==> src/rtl/drum_scene_gen.sv <==
// Drum-kit scene generator: circular pads that flash on hits,
// plus a BCD stopwatch overlay. Output colour is registered.
module drum_scene_gen #(
  parameter int NUM_PADS = 4,
  parameter logic [NUM_PADS*10-1:0] PAD_X =
    {10'd520, 10'd430, 10'd320, 10'd240},
  parameter logic [NUM_PADS*10-1:0] PAD_Y =
    {10'd300, 10'd180, 10'd200, 10'd300},
  parameter logic [NUM_PADS*10-1:0] PAD_R =
    {10'd40, 10'd28, 10'd30, 10'd45},
  parameter logic [NUM_PADS*6-1:0] PAD_IDLE_RGB =
    {6'h3C, 6'h03, 6'h0C, 6'h30},
  parameter logic [NUM_PADS*6-1:0] PAD_FLASH_RGB =
    {6'h3E, 6'h2B, 6'h2E, 6'h3A},
  parameter int FLASH_FRAMES    = 24,
  parameter int BUMP            = 4,
  parameter int DEBOUNCE_FRAMES = 10,
  parameter int FRAMES_PER_SEC  = 60,
  parameter int TIMER_X         = 10,
  parameter int TIMER_Y         = 10
) (
  input  logic                clk,
  input  logic                rst,
  input  logic [9:0]          row,
  input  logic [9:0]          col,
  input  logic                visible,
  input  logic [NUM_PADS-1:0] hit,
  input  logic                start_btn,
  input  logic                clear_btn,
  output logic [5:0]          rgb,
  output logic [15:0]         seconds_bcd,
  output logic                running
);

  localparam int DW =
    FRAMES_PER_SEC > 1 ? $clog2(FRAMES_PER_SEC) : 1;
  localparam logic [DW-1:0] DIV_MAX = DW'(FRAMES_PER_SEC - 1);

  typedef enum logic [1:0] {
    S_IDLE,
    S_RUN,
    S_PAUSE
  } state_e;

  state_e state_q, state_d;
  logic [NUM_PADS-1:0]      pend_q, pend_d;
  logic [NUM_PADS-1:0][5:0] flash_q, flash_d;
  logic [1:0]  st_sync_q, cl_sync_q;
  logic        st_prev_q, st_prev_d;
  logic        cl_prev_q, cl_prev_d;
  logic [7:0]  lock_q, lock_d;
  logic [DW-1:0] div_q, div_d;
  logic [15:0] sec_q, sec_d;
  logic [5:0]  rgb_q, rgb_d;

  logic frame_tick, st_acc, cl_acc;

  function automatic logic [15:0] bcd_inc(input logic [15:0] v);
    logic [15:0] r;
    logic        c;
    r = v;
    c = 1'b1;
    if (v != 16'h9999) begin
      for (int k = 0; k < 4; k++) begin
        if (c) begin
          if (r[4*k +: 4] == 4'd9) begin
            r[4*k +: 4] = 4'd0;
          end else begin
            r[4*k +: 4] = r[4*k +: 4] + 4'd1;
            c = 1'b0;
          end
        end
      end
    end
    return r;
  endfunction

  function automatic logic [9:0] absdiff(input logic [9:0] a,
                                         input logic [9:0] b);
    return (a >= b) ? a - b : b - a;
  endfunction

  function automatic logic covers(input logic [9:0] c,
                                  input logic [9:0] r,
                                  input logic [9:0] px,
                                  input logic [9:0] py,
                                  input logic [9:0] pr);
    logic [20:0] dx, dy, rr;
    dx = 21'(absdiff(c, px));
    dy = 21'(absdiff(r, py));
    rr = 21'(pr);
    return (dx * dx + dy * dy) <= rr * rr;
  endfunction

  // 5x7 glyphs, top row in the MSBs, leftmost pixel is bit 4.
  function automatic logic [4:0] font_row(input logic [3:0] code,
                                          input logic [2:0] r);
    logic [34:0] g;
    unique case (code)
      4'd0: g = {5'h0E,5'h11,5'h13,5'h15,5'h19,5'h11,5'h0E};
      4'd1: g = {5'h04,5'h0C,5'h04,5'h04,5'h04,5'h04,5'h0E};
      4'd2: g = {5'h0E,5'h11,5'h01,5'h02,5'h04,5'h08,5'h1F};
      4'd3: g = {5'h1F,5'h02,5'h04,5'h02,5'h01,5'h11,5'h0E};
      4'd4: g = {5'h02,5'h06,5'h0A,5'h12,5'h1F,5'h02,5'h02};
      4'd5: g = {5'h1F,5'h10,5'h1E,5'h01,5'h01,5'h11,5'h0E};
      4'd6: g = {5'h06,5'h08,5'h10,5'h1E,5'h11,5'h11,5'h0E};
      4'd7: g = {5'h1F,5'h01,5'h02,5'h04,5'h08,5'h08,5'h08};
      4'd8: g = {5'h0E,5'h11,5'h11,5'h0E,5'h11,5'h11,5'h0E};
      4'd9: g = {5'h0E,5'h11,5'h11,5'h0F,5'h01,5'h02,5'h0C};
      default: g = {5'h1F,5'h04,5'h04,5'h04,5'h04,5'h04,5'h04};
    endcase
    return g[6'd34 - 6'(r) * 6'd5 -: 5];
  endfunction

  assign frame_tick = (row == 10'd0) && (col == 10'd0);
  assign st_acc = frame_tick && st_sync_q[1] && !st_prev_q &&
                  (lock_q == 8'd0);
  assign cl_acc = frame_tick && cl_sync_q[1] && !cl_prev_q &&
                  (lock_q == 8'd0);

  always_comb begin
    pend_d    = pend_q | hit;
    flash_d   = flash_q;
    st_prev_d = st_prev_q;
    cl_prev_d = cl_prev_q;
    lock_d    = lock_q;
    if (frame_tick) begin
      pend_d = '0;
      for (int i = 0; i < NUM_PADS; i++) begin
        if (pend_q[i] || hit[i]) begin
          flash_d[i] = 6'(FLASH_FRAMES);
        end else if (flash_q[i] != 6'd0) begin
          flash_d[i] = flash_q[i] - 6'd1;
        end
      end
      st_prev_d = st_sync_q[1];
      cl_prev_d = cl_sync_q[1];
      if (st_acc || cl_acc) begin
        lock_d = 8'(DEBOUNCE_FRAMES);
      end else if (lock_q != 8'd0) begin
        lock_d = lock_q - 8'd1;
      end
    end
  end

  always_comb begin
    state_d = state_q;
    div_d   = div_q;
    sec_d   = sec_q;
    if (cl_acc) begin
      state_d = S_IDLE;
      div_d   = '0;
      sec_d   = 16'h0000;
    end else if (st_acc) begin
      state_d = (state_q == S_RUN) ? S_PAUSE : S_RUN;
      div_d   = '0;
    end else if (frame_tick && state_q == S_RUN) begin
      if (div_q == DIV_MAX) begin
        div_d = '0;
        sec_d = bcd_inc(sec_q);
      end else begin
        div_d = div_q + 1'b1;
      end
    end
  end

  logic [9:0] tx, ty;
  logic [4:0] gsel, gx;
  logic [3:0] code;
  logic       in_t, blank;

  always_comb begin
    tx    = col - 10'(TIMER_X);
    ty    = row - 10'(TIMER_Y);
    in_t  = (col >= 10'(TIMER_X)) && (col < 10'(TIMER_X + 30)) &&
            (row >= 10'(TIMER_Y)) && (row < 10'(TIMER_Y + 7));
    gsel  = tx[4:0] / 5'd6;
    gx    = tx[4:0] - gsel * 5'd6;
    code  = 4'd10;
    blank = 1'b0;
    unique case (gsel)
      5'd1: begin
        code  = sec_q[15:12];
        blank = sec_q[15:12] == 4'd0;
      end
      5'd2: begin
        code  = sec_q[11:8];
        blank = sec_q[15:8] == 8'd0;
      end
      5'd3: begin
        code  = sec_q[7:4];
        blank = sec_q[15:4] == 12'd0;
      end
      5'd4: code = sec_q[3:0];
      default: code = 4'd10;
    endcase

    rgb_d = 6'h3F;
    // Walk downwards so the lowest-index pad is written last.
    for (int i = NUM_PADS - 1; i >= 0; i--) begin
      if (covers(col, row, PAD_X[i*10 +: 10],
                 PAD_Y[i*10 +: 10] -
                   ((flash_q[i] != 6'd0) ? 10'(BUMP) : 10'd0),
                 PAD_R[i*10 +: 10])) begin
        rgb_d = (flash_q[i] != 6'd0) ? PAD_FLASH_RGB[i*6 +: 6]
                                     : PAD_IDLE_RGB[i*6 +: 6];
      end
    end
    if (in_t && gx < 5'd5 && !blank &&
        font_row(code, ty[2:0])[3'd4 - gx[2:0]]) begin
      rgb_d = 6'h00;
    end
    if (!visible) begin
      rgb_d = 6'h00;
    end
  end

  always_ff @(posedge clk) begin
    if (rst) begin
      state_q   <= S_IDLE;
      pend_q    <= '0;
      flash_q   <= '0;
      st_sync_q <= 2'b00;
      cl_sync_q <= 2'b00;
      st_prev_q <= 1'b0;
      cl_prev_q <= 1'b0;
      lock_q    <= 8'd0;
      div_q     <= '0;
      sec_q     <= 16'h0000;
      rgb_q     <= 6'h00;
    end else begin
      state_q   <= state_d;
      pend_q    <= pend_d;
      flash_q   <= flash_d;
      st_sync_q <= {st_sync_q[0], start_btn};
      cl_sync_q <= {cl_sync_q[0], clear_btn};
      st_prev_q <= st_prev_d;
      cl_prev_q <= cl_prev_d;
      lock_q    <= lock_d;
      div_q     <= div_d;
      sec_q     <= sec_d;
      rgb_q     <= rgb_d;
    end
  end

  assign rgb         = rgb_q;
  assign seconds_bcd = sec_q;
  assign running     = (state_q == S_RUN);

endmodule

==> config.mk <==
export PLATFORM = sky130hd
export DESIGN_NAME = drum_scene_gen
export DESIGN_NICKNAME = d
export VERILOG_FILES = /design/src/rtl/drum_scene_gen.sv
export SDC_FILE = /design/constraint.sdc
export NUM_CORES = 2
export LEC_CHECK = 0
export CAP_MARGIN = 20
export CORE_MARGIN = 5
export CORE_UTILIZATION = 67
export CTS_CLUSTER_SIZE = 8
export DETAILED_ROUTE_END_ITERATION = 6
export PLACE_DENSITY_LB_ADDON = 0.1
export SYNTH_ARGS = -nofsm -noshare
export SYNTH_HDL_FRONTEND = slang
export SYNTH_SLANG_ARGS = --single-unit
export TNS_END_PERCENT = 5
==> constraint.sdc <==
create_clock -name clk -period 14.35 [get_ports clk]
set_clock_uncertainty 0.2 [all_clocks]
set_input_delay 2.87 -clock clk [delete_from_list [all_inputs] [get_ports clk]]
set_output_delay 2.87 -clock clk [all_outputs]
set_load 0.005 [all_outputs]
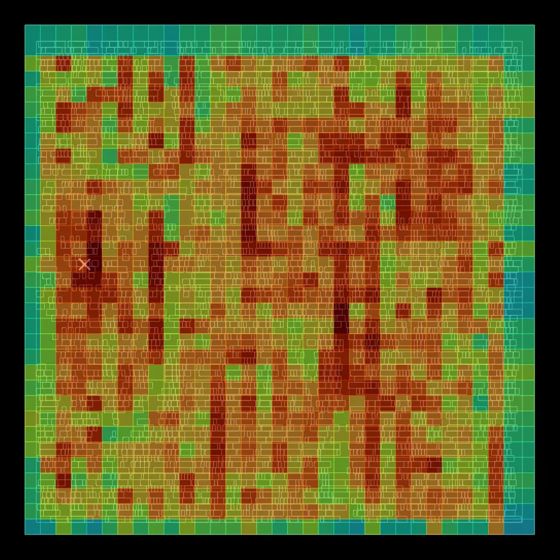
**Above:** routing congestion map.
DR WL/cell: 19.48 µm
layer with the highest usage after global routing: met2
grt met3 use: 0.05235

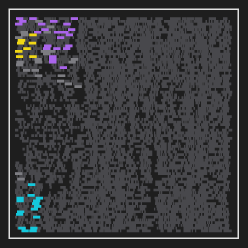
**Above:** register map, names as in the netlist.
(1 px per µm)
legend:
  seconds_bcd:
    colour: cyan
    placed_flops: 16
    where: bottom left
  flash_q:
    colour: purple
    placed_flops: 24
    where: top left
  lock_q:
    colour: yellow
    placed_flops: 8
    where: top left
Layout Utilization: 0.7129
FF/Latch Area: 1441 µm²
sequential share of cell area: 0.04333

==> run notes <==
Reports from this run.

- The cell repeated most along the worst path reads sky130_fd_sc_hd__fa_1.
- The final reports fail on design-rule violations.
- The origin of the worst min-delay path is cl_prev_q.
- The number of antenna violations at the first check in global routing is 3.
- The synthesized netlist net count reads 4,836.
- The post-synth count of flops with an enable pin is 0.
- In the final design database the tool counted 4,842 nets.
- The number of rows in the core area reads 79.
- The hold violation total from the final report is 0.
- The run finished, with violations left.
- The number of cells produced by synthesis reads 3,887.
- The clock root buffer reads sky130_fd_sc_hd__clkbuf_16.
- In the synthesis report, Yosys lists the chip area as 31,730 µm².
- The fraction of the mapped netlist area in compound gates reads 0.1291.
- Of all flip-flops after synthesis, the portion carrying an async set or reset was 0.
- The number of DRC violations after detailed-routing iteration 0 reads 2,333.
- The global-route wire length before repair is 144,000 µm.
- The final period demand of the worst path reads 13.90 ns.
- The global route total overflow reads 0.
- Entering global routing, the biggest net connects 50 pins.
- The type of the setup path with the least slack reads input port to flip-flop.
- The most common logic cell in the routed design is sky130_fd_sc_hd__inv_1.
- The final setup violation count is 0.
- The launch point of the worst path is row[2].
- Setup repair after global routing left no endpoint under its margin.
- The slowest stage of the critical path is the sky130_fd_sc_hd__clkdlybuf4s50_1 cell.
- The post-route antenna net violation count is 0.
- The total die area is 51,800 µm².
- The clock-pin slew of the registers on the worst-case setup and hold paths is 0.06 ns.
- The last weighted congestion value of the routability-driven placer reads 1.007.
- The number of cells traversed by the worst register-to-register path is 39.
- The number of detailed-routing iterations run before antenna repair is 7.
- For the completed layout, the total cell area is recorded as 33,260 µm².
- The filler cell count in the final layout is 3,733.
- Looking at the clock tree report, the maximum root-to-sink buffer count equals 2.
- The class of the tightest hold or removal check is flip-flop to flip-flop.
- From synthesis to final layout, the design area changed by 4.843%.
- The area of the placeable core is 46,650 µm².
- The number of remaining DRC errors reads 12.
- The sum of routed wire length over all layers is 87,800 µm.
- The relative slew slack reads 0.2407.
- The worst setup path is captured at a flip-flop.
- The source of the worst register-to-register timing path reads flash_q[6].
- The global routing report lists met1 layer usage as 0.4504.
- The overall via count from detail_route is 27,197.
- The average size of a mapped cell is 8.162 µm².
- The simple-gate portion of the synthesized area reads 0.1611.
- The global routing usage summed across all routing layers is 0.3451.
- The total tool warning count reads 67.
- The sequential-to-total area share from yosys stat is 0.04543.
- The maximum clock frequency reads 71.92 MHz.
- The area after detailed placement is 32,970 µm².
- Post-synth the commonest register cell is sky130_fd_sc_hd__dfxtp_1.
- The delay of the slowest cell on the worst path is 0.69 ns.
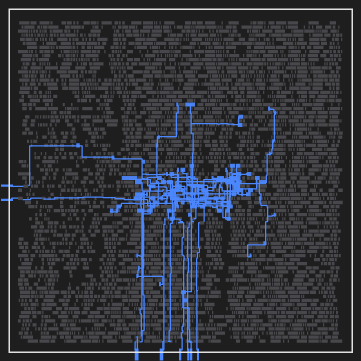
**Above:** nets reached from selected ports.
(1.5 px per µm)
legend:
  col:
    colour: blue
    direction: input
    end_cells: 120
    buffers: 15
    wire: 2,760 µm
I/O Pins: 52
Port-buffer cells: 51

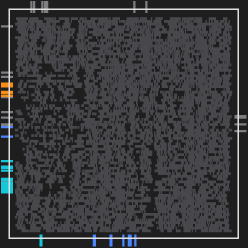
**Above:** I/O pins on the die edge.
(1 px per µm) Pins as bars across the die edge, other pins in grey.
legend:
  col:
    colour: blue
    pins: 10
    direction: input
    edge: 8 bottom, 2 left
  rgb:
    colour: orange
    pins: 6
    direction: output
    edge: left
  seconds_bcd:
    colour: cyan
    pins: 16
    direction: output
    edge: 14 left, 2 bottom
die boundary width: 227.6 µm
die boundary height: 227.6 µm

[routing by layer]
metal  vias to the layer above  share of wire
met3                       252          0.074
met1                     13227           0.40
met5                         -              0
met2                      1197           0.48
li1                      12521              -
met4                         0          0.044
[cell type report]
class,count,area (µm²),area share
Antenna cell,3,7.507,0.0002257
Clock buffer,10,229.0,0.006884
Clock inverter,6,43.79,0.001317
Inverter,820,3078,0.09254
Multi-Input combinational cell,2881,26760,0.8046
Sequential cell,72,1441,0.04333
Tap cell,607,759.5,0.02283
Timing Repair Buffer,109,940.9,0.02829
[worst min-delay path, cell delays in order (launching register included)]
cell and delay, ns:
sky130_fd_sc_hd__dfxtp_1 0.31, sky130_fd_sc_hd__nand2_1 0.05, sky130_fd_sc_hd__a21oi_1 0.05
[per-stage QoR]
| step | setup WS, ns | hold slack [ns] | util | std cells |
|---|---|---|---|---|
| floorplan | 1.053 | 0.2138 | - | 3887 |
| detailed placement | 0.2343 | 0.2352 | 0.7067 | 4489 |
| CTS | 0.5425 | 0.2517 | 0.7126 | 4505 |
| global placement | 0.6346 | 0.2161 | 0.7067 | 4489 |
| global route | 0.07323 | 0.2671 | 0.7129 | 4508 |
| finish | 0.4452 | 0.2497 | 0.7129 | 4508 |
[repair_timing]
| item | CTS | global route |
|---|---|---|
| endpoints found under the setup margin | 0 | 3 |
| resized | 0 | 2 |
| buffers inserted | 0 | 0 |
[cell usage after synthesis, types with 19 or more instances]
library cell,instances,area share
sky130_fd_sc_hd__o21ai_0,126,0.020
sky130_fd_sc_hd__nand4_1,19,0.0037
sky130_fd_sc_hd__a21oi_1,170,0.027
sky130_fd_sc_hd__nor3_1,78,0.012
sky130_fd_sc_hd__mux2i_1,40,0.013
sky130_fd_sc_hd__nand2_1,348,0.041
sky130_fd_sc_hd__or2_2,21,0.0041
sky130_fd_sc_hd__dfxtp_1,72,0.045
sky130_fd_sc_hd__nand2b_1,36,0.0071
sky130_fd_sc_hd__xnor2_1,114,0.031
sky130_fd_sc_hd__o31ai_1,20,0.0047
sky130_fd_sc_hd__nor2b_1,47,0.0093
sky130_fd_sc_hd__nand3_1,48,0.0076
sky130_fd_sc_hd__inv_1,810,0.096
sky130_fd_sc_hd__clkbuf_1,90,0.011
sky130_fd_sc_hd__o21a_1,24,0.0057
sky130_fd_sc_hd__ha_1,395,0.16
sky130_fd_sc_hd__nor4_1,28,0.0055
sky130_fd_sc_hd__a21o_1,32,0.0076
sky130_fd_sc_hd__xor2_1,53,0.015
sky130_fd_sc_hd__nor2_1,400,0.047
sky130_fd_sc_hd__fa_1,525,0.33
sky130_fd_sc_hd__a211oi_1,32,0.0076
[path summary, 6_finish.rpt]
kind	end	slack, ns
setup / recovery	rgb[1]	0.45
hold reg to reg	cl_prev_q	0.25
hold / removal	cl_prev_q	0.25
setup reg to reg	rgb[1]	3.03
[state kept, by name, summed over array words and instances (netlist names), 4 cells and up]
name,flops
flash_q,24
seconds_bcd,16
lock_q,8
div_q,6
rgb,6
pend_q,4
